Nets reached from selected ports:
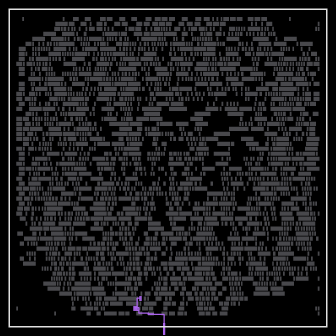
Signal wires on met3:
Bar = 50 um.
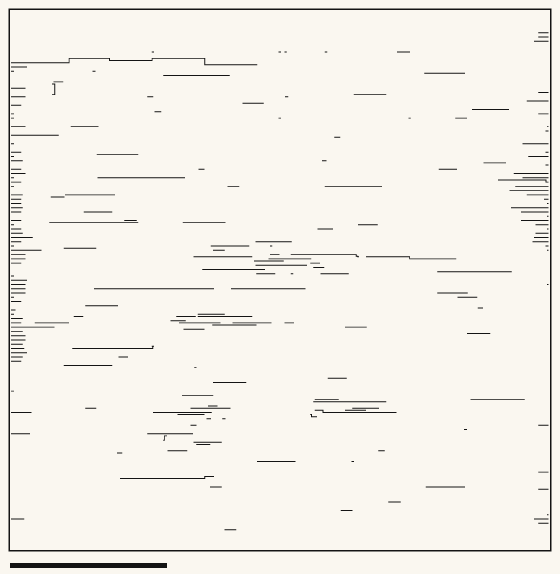
File: config.mk
export PLATFORM = sky130hd
export DESIGN_NAME = pmod_cls_text_spi_multi
export DESIGN_NICKNAME = d
export VERILOG_FILES = /design/src/rtl/pmod_cls_text_spi_multi_pkg.sv /design/src/rtl/pmod_cls_text_spi_multi_pos_encoder.sv /design/src/rtl/pmod_cls_text_spi_multi.sv
export SDC_FILE = /design/constraint.sdc
export NUM_CORES = 1
export LEC_CHECK = 0
export ABC_AREA = 1
export CAP_MARGIN = 20
export CORE_MARGIN = 3
export CORE_UTILIZATION = 51
export CTS_CLUSTER_SIZE = 16
export DETAILED_ROUTE_END_ITERATION = 7
export PLACE_DENSITY_LB_ADDON = 0.3
export REMOVE_ABC_BUFFERS = 1
export SLEW_MARGIN = 40
export SYNTH_ARGS = -nofsm -noshare
export SYNTH_HDL_FRONTEND = slang
export SYNTH_HIERARCHICAL = 1
export SYNTH_SLANG_ARGS = --single-unit
File: constraint.sdc
create_clock -name i_ext_spi_clk_x -period 2.91 [get_ports i_ext_spi_clk_x]
set_clock_uncertainty 0.05 [all_clocks]
set_input_delay 0.4365 -clock i_ext_spi_clk_x [delete_from_list [all_inputs] [get_ports i_ext_spi_clk_x]]
set_output_delay 0.4365 -clock i_ext_spi_clk_x [all_outputs]
set_load 0.1 [all_outputs]
File: src/rtl/pmod_cls_text_spi_multi_pkg.sv
// Shared types and escape-sequence constants for the PMOD CLS multi-line driver.
package pmod_cls_multi_pkg;

   typedef enum logic [1:0] {
      CLS_CLEAR      = 2'd0,
      CLS_WRITE      = 2'd1,
      CLS_CURSOR_OFF = 2'd2,
      CLS_RSVD       = 2'd3
   } t_cls_op;

   typedef logic [7:0] t_pmod_cls_data_byte;
   typedef logic [7:0] t_pmod_cls_tx_len;

   localparam t_pmod_cls_data_byte c_asc_esc    = 8'h1B;
   localparam t_pmod_cls_data_byte c_asc_lbrack = 8'h5B;
   localparam t_pmod_cls_data_byte c_asc_semi   = 8'h3B;
   localparam t_pmod_cls_data_byte c_asc_0      = 8'h30;
   localparam t_pmod_cls_data_byte c_asc_j      = 8'h6A;
   localparam t_pmod_cls_data_byte c_asc_c      = 8'h63;
   localparam t_pmod_cls_data_byte c_asc_h      = 8'h48;

   localparam t_pmod_cls_tx_len c_cls_pos_seq_len   = 8'd7;
   localparam t_pmod_cls_tx_len c_cls_short_seq_len = 8'd4;

   // Short sequences are left-aligned in the 56-bit shift register
   localparam logic [55:0] c_cls_clear_seq =
      {c_asc_esc, c_asc_lbrack, c_asc_0, c_asc_j, 24'h0};
   localparam logic [55:0] c_cls_curoff_seq =
      {c_asc_esc, c_asc_lbrack, c_asc_0, c_asc_c, 24'h0};

endpackage

File: src/rtl/pmod_cls_text_spi_multi_pos_encoder.sv
// Row/column to 7-byte cursor-position escape sequence (ESC [ r ; t o H).
module pmod_cls_pos_encoder
   import pmod_cls_multi_pkg::*;
(
   input  logic [1:0]  i_row,
   input  logic [5:0]  i_col,
   output logic [55:0] o_seq
);

   logic [5:0] w_tens;
   logic [5:0] w_ones;

   assign w_tens = i_col / 6'd10;
   assign w_ones = i_col % 6'd10;

   assign o_seq = {
      c_asc_esc,
      c_asc_lbrack,
      c_asc_0 + {6'd0, i_row},
      c_asc_semi,
      c_asc_0 + {2'd0, w_tens},
      c_asc_0 + {2'd0, w_ones},
      c_asc_h
   };

endmodule

File: src/rtl/pmod_cls_text_spi_multi.sv
// PMOD CLS text driver (LINES x COLS) feeding a standard-SPI solo engine.
// Optional boot-time CLEAR + CURSOR_OFF via macro PMOD_CLS_BOOT_INIT_EN.
module pmod_cls_text_spi_multi
   import pmod_cls_multi_pkg::*;
#(
   parameter int parm_fast_simulation = 0,
   parameter int FCLK                 = 20000000,
   parameter int FCLK_ce              = 2500000,
   parameter int LINES                = 2,
   parameter int COLS                 = 16
) (
   input  logic              i_ext_spi_clk_x,
   input  logic              i_srst_n,
   input  logic              i_spi_ce_4x,
   output logic              o_go_stand,
   input  logic              i_spi_idle,
   output logic [7:0]        o_tx_len,
   output logic [7:0]        o_wait_cyc,
   output logic [7:0]        o_rx_len,
   output logic [7:0]        o_tx_data,
   output logic              o_tx_enqueue,
   input  logic              i_tx_ready,
   output logic              o_rx_dequeue,
   input  logic              i_cmd_valid,
   output logic              o_cmd_ready,
   input  logic [1:0]        i_cmd_op,
   input  logic [1:0]        i_cmd_row,
   input  logic [5:0]        i_cmd_col,
   input  logic [5:0]        i_cmd_len,
   input  logic [8*COLS-1:0] i_cmd_text,
   output logic              o_cmd_done,
   output logic              o_cmd_err
);

   localparam int c_boot_max = (parm_fast_simulation != 0) ?
      (FCLK_ce / 1000 * 2 - 1) : (FCLK_ce / 1000 * 800 - 1);
   localparam int c_tw = 8 * COLS;

   localparam logic [2:0] S_BOOT     = 3'd0;
   localparam logic [2:0] S_IDLE     = 3'd1;
   localparam logic [2:0] S_CMD_RUN  = 3'd2;
   localparam logic [2:0] S_CMD_WAIT = 3'd3;
   localparam logic [2:0] S_DAT_RUN  = 3'd4;
   localparam logic [2:0] S_DAT_WAIT = 3'd5;

   logic [2:0]       r_state;
   logic [31:0]      r_boot_cnt;
   t_cls_op          r_op;
   logic [55:0]      r_seq;
   logic [c_tw-1:0]  r_text;
   t_pmod_cls_tx_len r_tot;
   t_pmod_cls_tx_len r_rem;
   t_pmod_cls_tx_len r_dlen;
   logic             r_done;
   logic             r_err;
   logic [1:0]       r_init;

   t_cls_op     w_op;
   logic [55:0] w_pos;
   logic [6:0]  w_room;
   logic [6:0]  w_len;
   logic [6:0]  w_eff;
   logic        w_bad;
   logic        w_run;
   logic        w_enq;

   pmod_cls_pos_encoder u_pos (
      .i_row (i_cmd_row),
      .i_col (i_cmd_col),
      .o_seq (w_pos)
   );

   assign w_op   = t_cls_op'(i_cmd_op);
   assign w_room = 7'(COLS) - {1'b0, i_cmd_col};
   assign w_len  = {1'b0, i_cmd_len};
   assign w_eff  = (w_len < w_room) ? w_len : w_room;
   assign w_bad  = (w_op == CLS_RSVD) ||
                   ({30'd0, i_cmd_row} >= 32'(LINES)) ||
                   ({26'd0, i_cmd_col} >= 32'(COLS));

   assign w_run = (r_state == S_CMD_RUN) || (r_state == S_DAT_RUN);
   assign w_enq = w_run && i_tx_ready && i_spi_ce_4x;

   assign o_tx_enqueue = w_enq;
   assign o_go_stand   = w_enq && (r_rem == 8'd1);
   assign o_tx_len     = (r_state >= S_CMD_RUN) ? r_tot : 8'd0;
   assign o_tx_data    = (r_state == S_CMD_RUN) ? r_seq[55:48] :
                         (r_state == S_DAT_RUN) ? r_text[c_tw-1 -: 8] : 8'd0;
   assign o_wait_cyc   = 8'd0;
   assign o_rx_len     = 8'd0;
   assign o_rx_dequeue = 1'b0;
   assign o_cmd_ready  = (r_state == S_IDLE);
   assign o_cmd_done   = r_done;
   assign o_cmd_err    = r_err;

   always_ff @(posedge i_ext_spi_clk_x) begin
      if (!i_srst_n) begin
         r_state    <= S_BOOT;
         r_boot_cnt <= '0;
         r_op       <= CLS_CLEAR;
         r_seq      <= '0;
         r_text     <= '0;
         r_tot      <= '0;
         r_rem      <= '0;
         r_dlen     <= '0;
         r_done     <= 1'b0;
         r_err      <= 1'b0;
         r_init     <= 2'd0;
      end else if (i_spi_ce_4x) begin
         r_done <= 1'b0;
         r_err  <= 1'b0;
         case (r_state)
            S_BOOT: begin
               if (r_boot_cnt == 32'(c_boot_max)) begin
`ifdef PMOD_CLS_BOOT_INIT_EN
                  r_op    <= CLS_CLEAR;
                  r_seq   <= c_cls_clear_seq;
                  r_tot   <= c_cls_short_seq_len;
                  r_rem   <= c_cls_short_seq_len;
                  r_init  <= 2'd1;
                  r_state <= S_CMD_RUN;
`else
                  r_state <= S_IDLE;
`endif
               end else begin
                  r_boot_cnt <= r_boot_cnt + 32'd1;
               end
            end
            S_IDLE: begin
               if (i_cmd_valid) begin
                  if (w_bad) begin
                     r_err <= 1'b1;
                  end else if (w_op == CLS_WRITE && w_eff == 7'd0) begin
                     r_done <= 1'b1;
                  end else begin
                     r_op    <= w_op;
                     r_text  <= i_cmd_text;
                     r_dlen  <= {1'b0, w_eff};
                     r_state <= S_CMD_RUN;
                     if (w_op == CLS_WRITE) begin
                        r_seq <= w_pos;
                        r_tot <= c_cls_pos_seq_len;
                        r_rem <= c_cls_pos_seq_len;
                     end else begin
                        r_seq <= (w_op == CLS_CLEAR) ?
                                 c_cls_clear_seq : c_cls_curoff_seq;
                        r_tot <= c_cls_short_seq_len;
                        r_rem <= c_cls_short_seq_len;
                     end
                  end
               end
            end
            S_CMD_RUN: begin
               if (i_tx_ready) begin
                  r_seq <= r_seq << 8;
                  r_rem <= r_rem - 8'd1;
                  if (r_rem == 8'd1) r_state <= S_CMD_WAIT;
               end
            end
            S_CMD_WAIT: begin
               if (i_spi_idle) begin
                  // INIT chain: CLEAR then CURSOR_OFF, silent return to IDLE
                  if (r_init == 2'd1) begin
                     r_op    <= CLS_CURSOR_OFF;
                     r_seq   <= c_cls_curoff_seq;
                     r_tot   <= c_cls_short_seq_len;
                     r_rem   <= c_cls_short_seq_len;
                     r_init  <= 2'd2;
                     r_state <= S_CMD_RUN;
                  end else if (r_init == 2'd2) begin
                     r_init  <= 2'd0;
                     r_state <= S_IDLE;
                  end else if (r_op == CLS_WRITE) begin
                     r_tot   <= r_dlen;
                     r_rem   <= r_dlen;
                     r_state <= S_DAT_RUN;
                  end else begin
                     r_done  <= 1'b1;
                     r_state <= S_IDLE;
                  end
               end
            end
            S_DAT_RUN: begin
               if (i_tx_ready) begin
                  r_text <= r_text << 8;
                  r_rem  <= r_rem - 8'd1;
                  if (r_rem == 8'd1) r_state <= S_DAT_WAIT;
               end
            end
            S_DAT_WAIT: begin
               if (i_spi_idle) begin
                  r_done  <= 1'b1;
                  r_state <= S_IDLE;
               end
            end
            default: r_state <= S_BOOT;
         endcase
      end
   end

endmodule

==> results.yml <==
# implementation run metrics
final_timing:
  rsz0062_at_grt: "yes"
  drv_slew: 0
  worst_slew_pin_slew_ns: 0.694
  layout_setup_ws_ns: 0.0490
  setup_violations: 0
  finalSetupTns_ns: 0
min_path:
  hold_path.class: "input pin to flop"
  hold_end: "r_text[17]$_SDFFE_PN0P_"
yosys:
  synthArstFlopShare_pct: 0
  syn_area_sq_um: 14100
  ys_warn_count: 6
  fa_ha_area_share_pct: 0.888
  yosys_cells: 2322
  yosysTopAreaCellShare_pct: 34.8
  flop_cell: "dfxtp_1"
  ys_sh_xor_pct: 1.43
  yosysChipArea_sq_um: 14100
  synth_cell_type_count: 45
  netlist_instances: 2322
  synth_seq_share_pct: 34.8
worst_setup_path:
  start_kind: "flop"
  crit_buf_inv: 4
  r2r-start: "r_state[2]$_SDFFE_PN0P_"
  worstSetupPathType: "flop to primary output"
  max_stage_delay_ns: 0.38
  r2r_cells: 11
  cp.depth: 7
  path_cells: "inv_1 -> nand2_1 -> nor2_2 -> inv_1 -> buf_4 -> o22ai_1 -> buf_12"
  critPathMaxFanout: 40
  crit_end: "o_tx_data[1]"
clock_tree:
  ctsResizeCount: 19
  cts.path.max_buffers: 3
  numCtsBuffers: 28
  cts_root_buf: "clkbuf_16"
  cts_tree: "yes"
  cts_htree_levels: 1
final_layout:
  fillers: 2455
  nClkBuffers: 38
  top_regs: "r_text x128, r_seq x56, r_boot_cnt x32"
  regMostFlops: "r_text"
  layout.nets: 2647
  lay_top_count: "nand2_1"
  fin_util_pct: 64.9
  diodes: 0
  buffers: 254
  final_cell_area_sq_um: 17500
  comb_share_pct: 42.4
  largest_register_ffs: 128
  multiInputGateArea_sq_um: 7430
  final-nonclk-buf-share_pct: 15.5
global_route:
  grt_use_met2_pct: 37.3
  grt_pass1_vias: 12500
  grt_max_degree: 241
  grt_util_all_layers_pct: 21.8
  antenna_found_initial: 0
  grt.busiest_layer: "met2"
power_and_ir_drop:
  p_comb_share_pct: 34.2
  p_int_w: 0.00870
  top_power_group: "registers"
  comb_power_w: 0.00454
  p_leak_nw: 8.78
  p_clk_share_pct: 29.7
  peakVddDrop_mv: 0.408
  switching_power_w: 0.00459
detailed_routing:
  wl_met2_mm: 15.8
  wl_met1_mm: 15.6
  final_antenna_net_count: 0
  drcViolationCount: 0
  dr.pass1.iters: 5
die:
  die-area_sq_um: 29600
  die_h_um: 172
placed_design:
  dpl.hpwl_mm: 22.3
run_status:
  status: "complete, no violations"
run:
  drv_cap: 0
Notes on 'nets reached from selected ports' above:
- i_cmd_valid: purple (bits 1; direction input; edge south; end cells 2; buffers 1; wire 38.1 um)
number of buffers inserted by port buffering: 169
Boundary Pins: 188

Notes on 'signal wires on met3' above:
- share of all routed wire: 4.3%
- main direction: horizontal
- wire length on this layer: 1,440 um
- longest straight run: 38.0 um
met3 GRT Util: 2.65%
DR vias: 13,700
Post-Route WL: 33.6 mm

